## config.mk

```make
export PLATFORM = sky130hd
export DESIGN_NAME = mem_arbiter
export DESIGN_NICKNAME = d
export VERILOG_FILES = /design/src/rtl/mem_arb_pkg.sv /design/src/rtl/mem_arb_rr_pick.sv /design/src/rtl/mem_arbiter.sv
export SDC_FILE = /design/constraint.sdc
export NUM_CORES = 1
export LEC_CHECK = 0
export ABC_AREA = 1
export CORE_ASPECT_RATIO = 0.7
export CORE_MARGIN = 10
export CORE_UTILIZATION = 40
export DETAILED_ROUTE_END_ITERATION = 10
export PLACE_DENSITY = 0.88
export SYNTH_ARGS = -nofsm -noshare
export SYNTH_HDL_FRONTEND = slang
export SYNTH_SLANG_ARGS = --single-unit
```

## constraint.sdc

```tcl
create_clock -name clk -period 2.7 [get_ports clk]
set_input_delay 0.405 -clock clk [delete_from_list [all_inputs] [get_ports clk]]
set_output_delay 0.405 -clock clk [all_outputs]
set_load 0.05 [all_outputs]
```

## src/rtl/mem_arb_pkg.sv

```systemverilog
// mem_arbiter shared types and constants.
// Build option: MEM_ARB_FIXED_PRIO_EN selects fixed priority.
package mem_arb_pkg;

  localparam int DEF_ADDR_WIDTH = 10;
  localparam int DEF_DATA_WIDTH = 32;

  localparam logic [9:0] PORT0_ADDR   = 10'h3F4;
  localparam logic [9:0] PORT1_ADDR   = 10'h3F8;
  localparam logic [9:0] OUTPORT_ADDR = 10'h3FC;

  typedef enum logic [1:0] {
    IDLE  = 2'd0,
    ISSUE = 2'd1,
    RDATA = 2'd2
  } state_t;

  typedef logic req_idx_t;

endpackage

```

## src/rtl/mem_arb_rr_pick.sv

```systemverilog
// Two-way winner select for mem_arbiter.
// Build option: MEM_ARB_FIXED_PRIO_EN makes requester 0 win ties.
module mem_arb_rr_pick
  import mem_arb_pkg::*;
(
  input  logic     req0,
  input  logic     req1,
`ifndef MEM_ARB_FIXED_PRIO_EN
  input  logic     rr_last,
`endif
  output req_idx_t win
);

  // tie goes to the requester that did not win last time
  always_comb begin
    win = 1'b0;
    if (req0 && req1) begin
`ifdef MEM_ARB_FIXED_PRIO_EN
      win = 1'b0;
`else
      win = ~rr_last;
`endif
    end else if (req1) begin
      win = 1'b1;
    end
  end

endmodule

```

## src/rtl/mem_arbiter.sv

```systemverilog
// Two-requester arbiter in front of the single-ported Memory_Unit.
// Build option: MEM_ARB_FIXED_PRIO_EN removes round-robin state.
module mem_arbiter
  import mem_arb_pkg::*;
#(
  parameter int ADDR_WIDTH = DEF_ADDR_WIDTH,
  parameter int DATA_WIDTH = DEF_DATA_WIDTH
) (
  input  logic                  clk,
  input  logic                  rst_n,
  input  logic                  req0,
  input  logic                  req1,
  input  logic                  we0,
  input  logic                  we1,
  input  logic [ADDR_WIDTH-1:0] addr0,
  input  logic [ADDR_WIDTH-1:0] addr1,
  input  logic [DATA_WIDTH-1:0] wdata0,
  input  logic [DATA_WIDTH-1:0] wdata1,
  output logic                  gnt0,
  output logic                  gnt1,
  output logic                  rvalid0,
  output logic                  rvalid1,
  output logic [DATA_WIDTH-1:0] rdata,
  output logic [ADDR_WIDTH-1:0] mem_addr,
  output logic                  mem_write_en,
  output logic                  mem_read,
  output logic [DATA_WIDTH-1:0] mem_data_in,
  input  logic [DATA_WIDTH-1:0] mem_data_out,
  output logic                  busy
);

  state_t                  state_q, state_d;
  req_idx_t                win_q, win_d;
  logic                    we_q, we_d;
  logic [ADDR_WIDTH-1:0]   addr_q, addr_d;
  logic [DATA_WIDTH-1:0]   wdata_q, wdata_d;
  req_idx_t                pick;

`ifndef MEM_ARB_FIXED_PRIO_EN
  req_idx_t                rr_last_q, rr_last_d;
`endif

  mem_arb_rr_pick u_pick (
    .req0    (req0),
    .req1    (req1),
`ifndef MEM_ARB_FIXED_PRIO_EN
    .rr_last (rr_last_q),
`endif
    .win     (pick)
  );

  // state and latched command registers
  always_ff @(posedge clk or negedge rst_n) begin
    if (!rst_n) begin
      state_q   <= IDLE;
      win_q     <= 1'b0;
      we_q      <= 1'b0;
      addr_q    <= '0;
      wdata_q   <= '0;
`ifndef MEM_ARB_FIXED_PRIO_EN
      rr_last_q <= 1'b1;
`endif
    end else begin
      state_q   <= state_d;
      win_q     <= win_d;
      we_q      <= we_d;
      addr_q    <= addr_d;
      wdata_q   <= wdata_d;
`ifndef MEM_ARB_FIXED_PRIO_EN
      rr_last_q <= rr_last_d;
`endif
    end
  end

  // next state, command latch and output decode
  always_comb begin
    state_d      = state_q;
    win_d        = win_q;
    we_d         = we_q;
    addr_d       = addr_q;
    wdata_d      = wdata_q;
`ifndef MEM_ARB_FIXED_PRIO_EN
    rr_last_d    = rr_last_q;
`endif
    gnt0         = 1'b0;
    gnt1         = 1'b0;
    rvalid0      = 1'b0;
    rvalid1      = 1'b0;
    rdata        = '0;
    mem_addr     = '0;
    mem_write_en = 1'b0;
    mem_read     = 1'b0;
    mem_data_in  = '0;
    unique case (state_q)
      IDLE: begin
        if (req0 || req1) begin
          win_d   = pick;
          we_d    = pick ? we1 : we0;
          addr_d  = pick ? addr1 : addr0;
          wdata_d = pick ? wdata1 : wdata0;
`ifndef MEM_ARB_FIXED_PRIO_EN
          rr_last_d = pick;
`endif
          state_d = ISSUE;
        end
      end
      ISSUE: begin
        mem_addr     = addr_q;
        mem_data_in  = wdata_q;
        mem_write_en = we_q;
        mem_read     = ~we_q;
        gnt0         = ~win_q;
        gnt1         = win_q;
        state_d      = we_q ? IDLE : RDATA;
      end
      RDATA: begin
        rdata   = mem_data_out;
        rvalid0 = ~win_q;
        rvalid1 = win_q;
        state_d = IDLE;
      end
      default: state_d = IDLE;
    endcase
  end

  assign busy = (state_q != IDLE);

endmodule

```

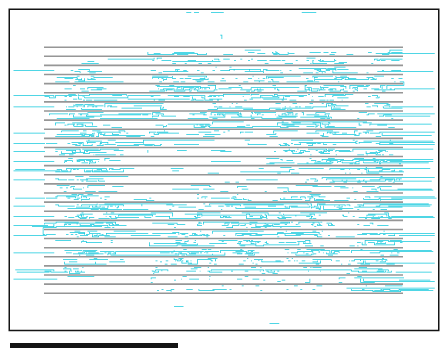
Fig. 1. Signal wires on met1.
The bar under the picture is 50 um long. Supply wires on this layer in gray.
wire length on this layer: 4,690 um
main direction: horizontal
WL final: 12,400 um
met1 Use GR: 20.3%
Vias: 3,822

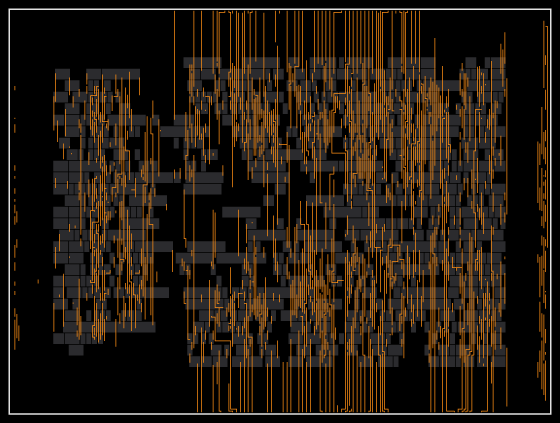
Fig. 2. Met2 routing.
Cells faint in the background.
share of all routed wire: 53%
main direction: vertical
longest straight run: 52.2 um
met2 usage in global routing: 36.8%

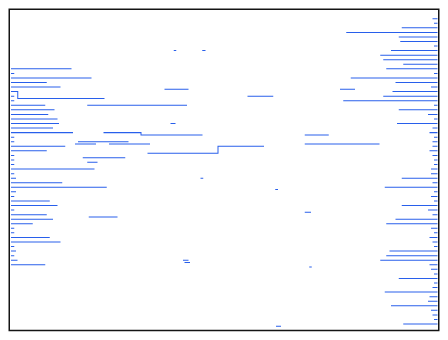
Fig. 3. M3 wires.
nets with wire on the layer: 127
share of all routed wire: 8.5%
wire length on this layer: 1,050 um
main direction: horizontal
met3 GRT Util: 6.32%

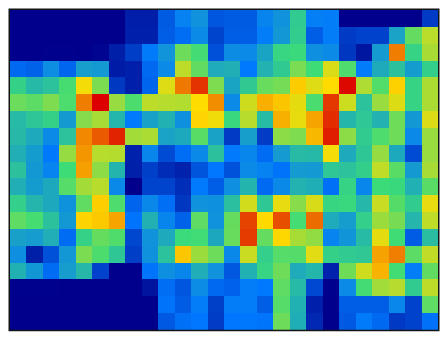
Fig. 4. Routed metal per tile.
26 x 19 tiles, from dark blue (low) to red (high), scaled to the fullest tile. Values are wire area over tile area, all layers added.
fullest tile: 0.44
mean over tiles: 0.16
densest ninth of the die: east
tiles over half the peak: 32%
nearly empty tiles: 12%
WL/cell: 14.8 um
GRT Resource Usage Total: 19.2%

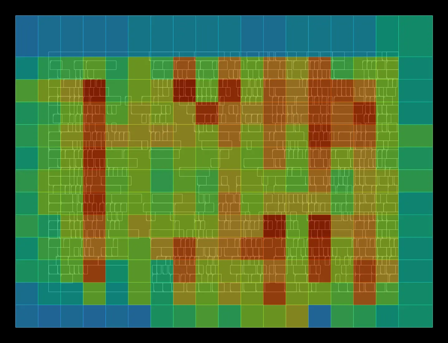
Fig. 5. Track usage over the die.
Finished Core Util: 66.1%
GR peak layer: met2

==> impl_metrics.ini <==
; yosys + openroad results
[power]
power_switching_mw = 3.15
swShare_pct = 55.6
vdd_drop_max_mv = 0.548
comb_power_share_pct = 66.9
power_density_nw_per_um2 = 1090
intPower_mw = 2.52
clock_power_share_pct = 10.5
p_seq_share_pct = 22.5
leakagePower_nw = 3.15

[drt]
drt_first_pass_iters = 4
drcViolationCount = 0
vias_per_cell = 4.57
ant_nets = 0
drtIter0Drc = 187

[sta]
max_slew.worst_pin.slew_ns = 1.05
slew_viol_final = 0
rsz0062_at_grt = no
finalHoldViolations = 0
finalClockPeriodUsage_pct = 83.5
setup_tns_ns = 0
min_period_ns = 2.25
relSlewSlack_pct = 30.2
fmax_mhz = 444
setup_viol = 0
finalClockSkew_ns = 0.00827

[floorplan]
rows = 27
die-width_um = 128
fp_util_pct = 41.3
die-area_um2 = 12200
core_area_um2 = 7870
ios = 203
die_h_um = 95.4

[cells_and_area]
area_growth_pct = 60.1
fin_cells = 837
nets = 857
n_antenna_cell = 0
fill_cells = 689
drive_gt1_share_pct = 13.7

[synthesis]
postSynthSeqShare_pct = 36.2
ys_sh_simple_pct = 39.3
aoi_share_pct = 0.154
synth.avg_cell_area_um2 = 5.91
fp_nets = 672
ys_area_um2 = 3250
synthMuxAreaShare_pct = 0
yosys_warnings = 0
synth_top_area_share_pct = 35.4
synth_area_um2 = 3250
yosys_cells = 550
top_cells_by_area = dfrtp_1, inv_1, nand2_1
synth_cells = 550
synth_cell_types = 15
xor_share_pct = 0
synth.comb.largest_family = simple AND/OR/NAND/NOR gates
ys_sh_adder_pct = 0
ys_ff = 47
top_area_cell = dfrtp_1

[clock_tree]
cts_buffer_depth = 2
cts.sinks = 47
cts_buffers = 5
path_clk_slew_ns = 0.06
ctsHoldBuffers = 0
cts_tree = built
root_buffer = clkbuf_16
cts_max_level = 2
clk_latency_ns = 0.28
cts_setup_buffers = 0
cts_resized = 0

[critical_path]
cp_cell_sequence = inv_1 > nand2_2 > nor2_1 > buf_4
critical_path_required_ns = 2.30
critPathBufInv = 2
max_stage_delay_ns = 0.52
r2r-start = rr_last_q$_DFFE_PN1P_
arrival_ns = 1.85
r2r-end = wdata_q[28]$_DFFE_PN0P_
cpMaxStageDelayCell = nand2_2
cp_max_fo = 47
critPathTopFamily = simple AND/OR/NAND/NOR gates
reg2regPathDepth = 6
end_kind = output port
reg2reg_slack_ns = 0.96
startpoint = state_q[1]$_DFFE_PN0P_
start_kind = flip-flop
crit_type = flip-flop to output port

[worst_hold_path]
hold_class = primary input to async pin

[global_route]
grt_pass1_wl_um = 19300
grt_max_degree = 48
grt_pass1_vias = 3872
grt-ovfl-total = 0
antenna_found_initial = 0

[run]
warnings = 26
max_cap_violations = 0

[run_status]
status = finished clean

[placement]
io_buffers = 202
routabilityCongestion = 0.836
dpl.hpwl_um = 9700
dp_cells = 829
## worst register-to-register path, cell delays in order, from the launching register on
cell and delay [ns]:
dfstp_2 0.54, nand2_2 0.25, nand2_2 0.15, buf_4 0.41, nand2_1 0.15, nand3_1 0.10, nand2_1 0.05
## cell usage in the layout, fill, tap and decap left out, drive strengths merged
cell             n
dfrtp           46
o21ai            1
clkinv           1
clkbuf           7
nand3           86
inv            166
nand2          137
buf             88
dfstp            1
nor2            83
clkdlybuf4s50  120
## per-layer routing
layer  global-route usage [%]  share of wire, %  vias up
li1                         -                 -     1917
met1                     20.3                38     1741
met2                     36.8                53      154
met3                     6.32               8.5       10
met4                     3.83               1.0        0
met5                        0                 0        -
## area by class of cell
cell class | instances | area [um2] | area share, %
timing repair buffer | 208 | 1860 | 35.7
clock buffer | 7 | 133 | 2.55
inverter | 166 | 623 | 12.0
tap | 101 | 126 | 2.43
clock inverter | 1 | 5.00 | 0.0962
multi-input combinational | 307 | 1280 | 24.7
sequential | 47 | 1180 | 22.6
## metrics by stage
| stage | power [mW] | area (um2) | hold slack, ns | worst slack, ns | util (%) |
|---|---|---|---|---|---|
| final | 5.68 | 5200 | 0.308 | 0.446 | 66.1 |
| after global routing | 6.07 | 5200 | 0.409 | 0.298 | 66.1 |
| after CTS | 5.73 | 5200 | 0.355 | 0.439 | 66.1 |
| after detailed placement | 5.11 | 5070 | 0.465 | 0.510 | 64.4 |
| after global placement | 5.04 | 5070 | 0.462 | 0.591 | 64.4 |
| after floorplan | 3.98 | 3250 | 0.109 | 0.856 | - |
## worst max-delay path by stage
stage	end	slack (ns)	cells after the start
final	mem_data_in[30]	0.45	4
after detailed placement	wdata_q[28]$_DFFE_PN0P_	0.51	7
after CTS	mem_data_in[30]	0.44	4
after global routing	mem_data_in[30]	0.30	4
after global placement	wdata_q[6]$_DFFE_PN0P_	0.59	7
after floorplan	mem_addr[0]	0.86	5
## cell families (layout without fill, tap and decap cells)
group                  after synthesis  count (layout)
AND-OR/OR-AND                        1               1
buffers and inverters              196             382
flip-flops                          47              47
AND/OR/NAND/NOR                    306             306
## power groups by stage
stage	Clock (mW)	Combinational [mW]	Sequential, mW
after global placement	0	3.77	1.27
after floorplan	0	2.75	1.22
after detailed placement	0	3.84	1.28
after global routing	0.644	4.10	1.32
after CTS	0.606	3.85	1.27
final	0.598	3.80	1.28
## flip-flops by register name, summed over array words and instances, names as in the netlist
signal     cells
we_q           1
rr_last_q      1
wdata_q       32
addr_q        10
state_q        2
win_q          1
## cells in the mapped netlist
library cell / count
buf_1: 3
buf_2: 12
buf_4: 1
buf_6: 5
clkbuf_1: 9
dfrtp_1: 46
dfstp_2: 1
inv_1: 165
inv_2: 1
nand2_1: 135
nand2_2: 2
nand3_1: 86
nor2_1: 81
nor2_4: 2
o21ai_0: 1
Power figures rest on the tool's default switching activity, not on a simulated workload.
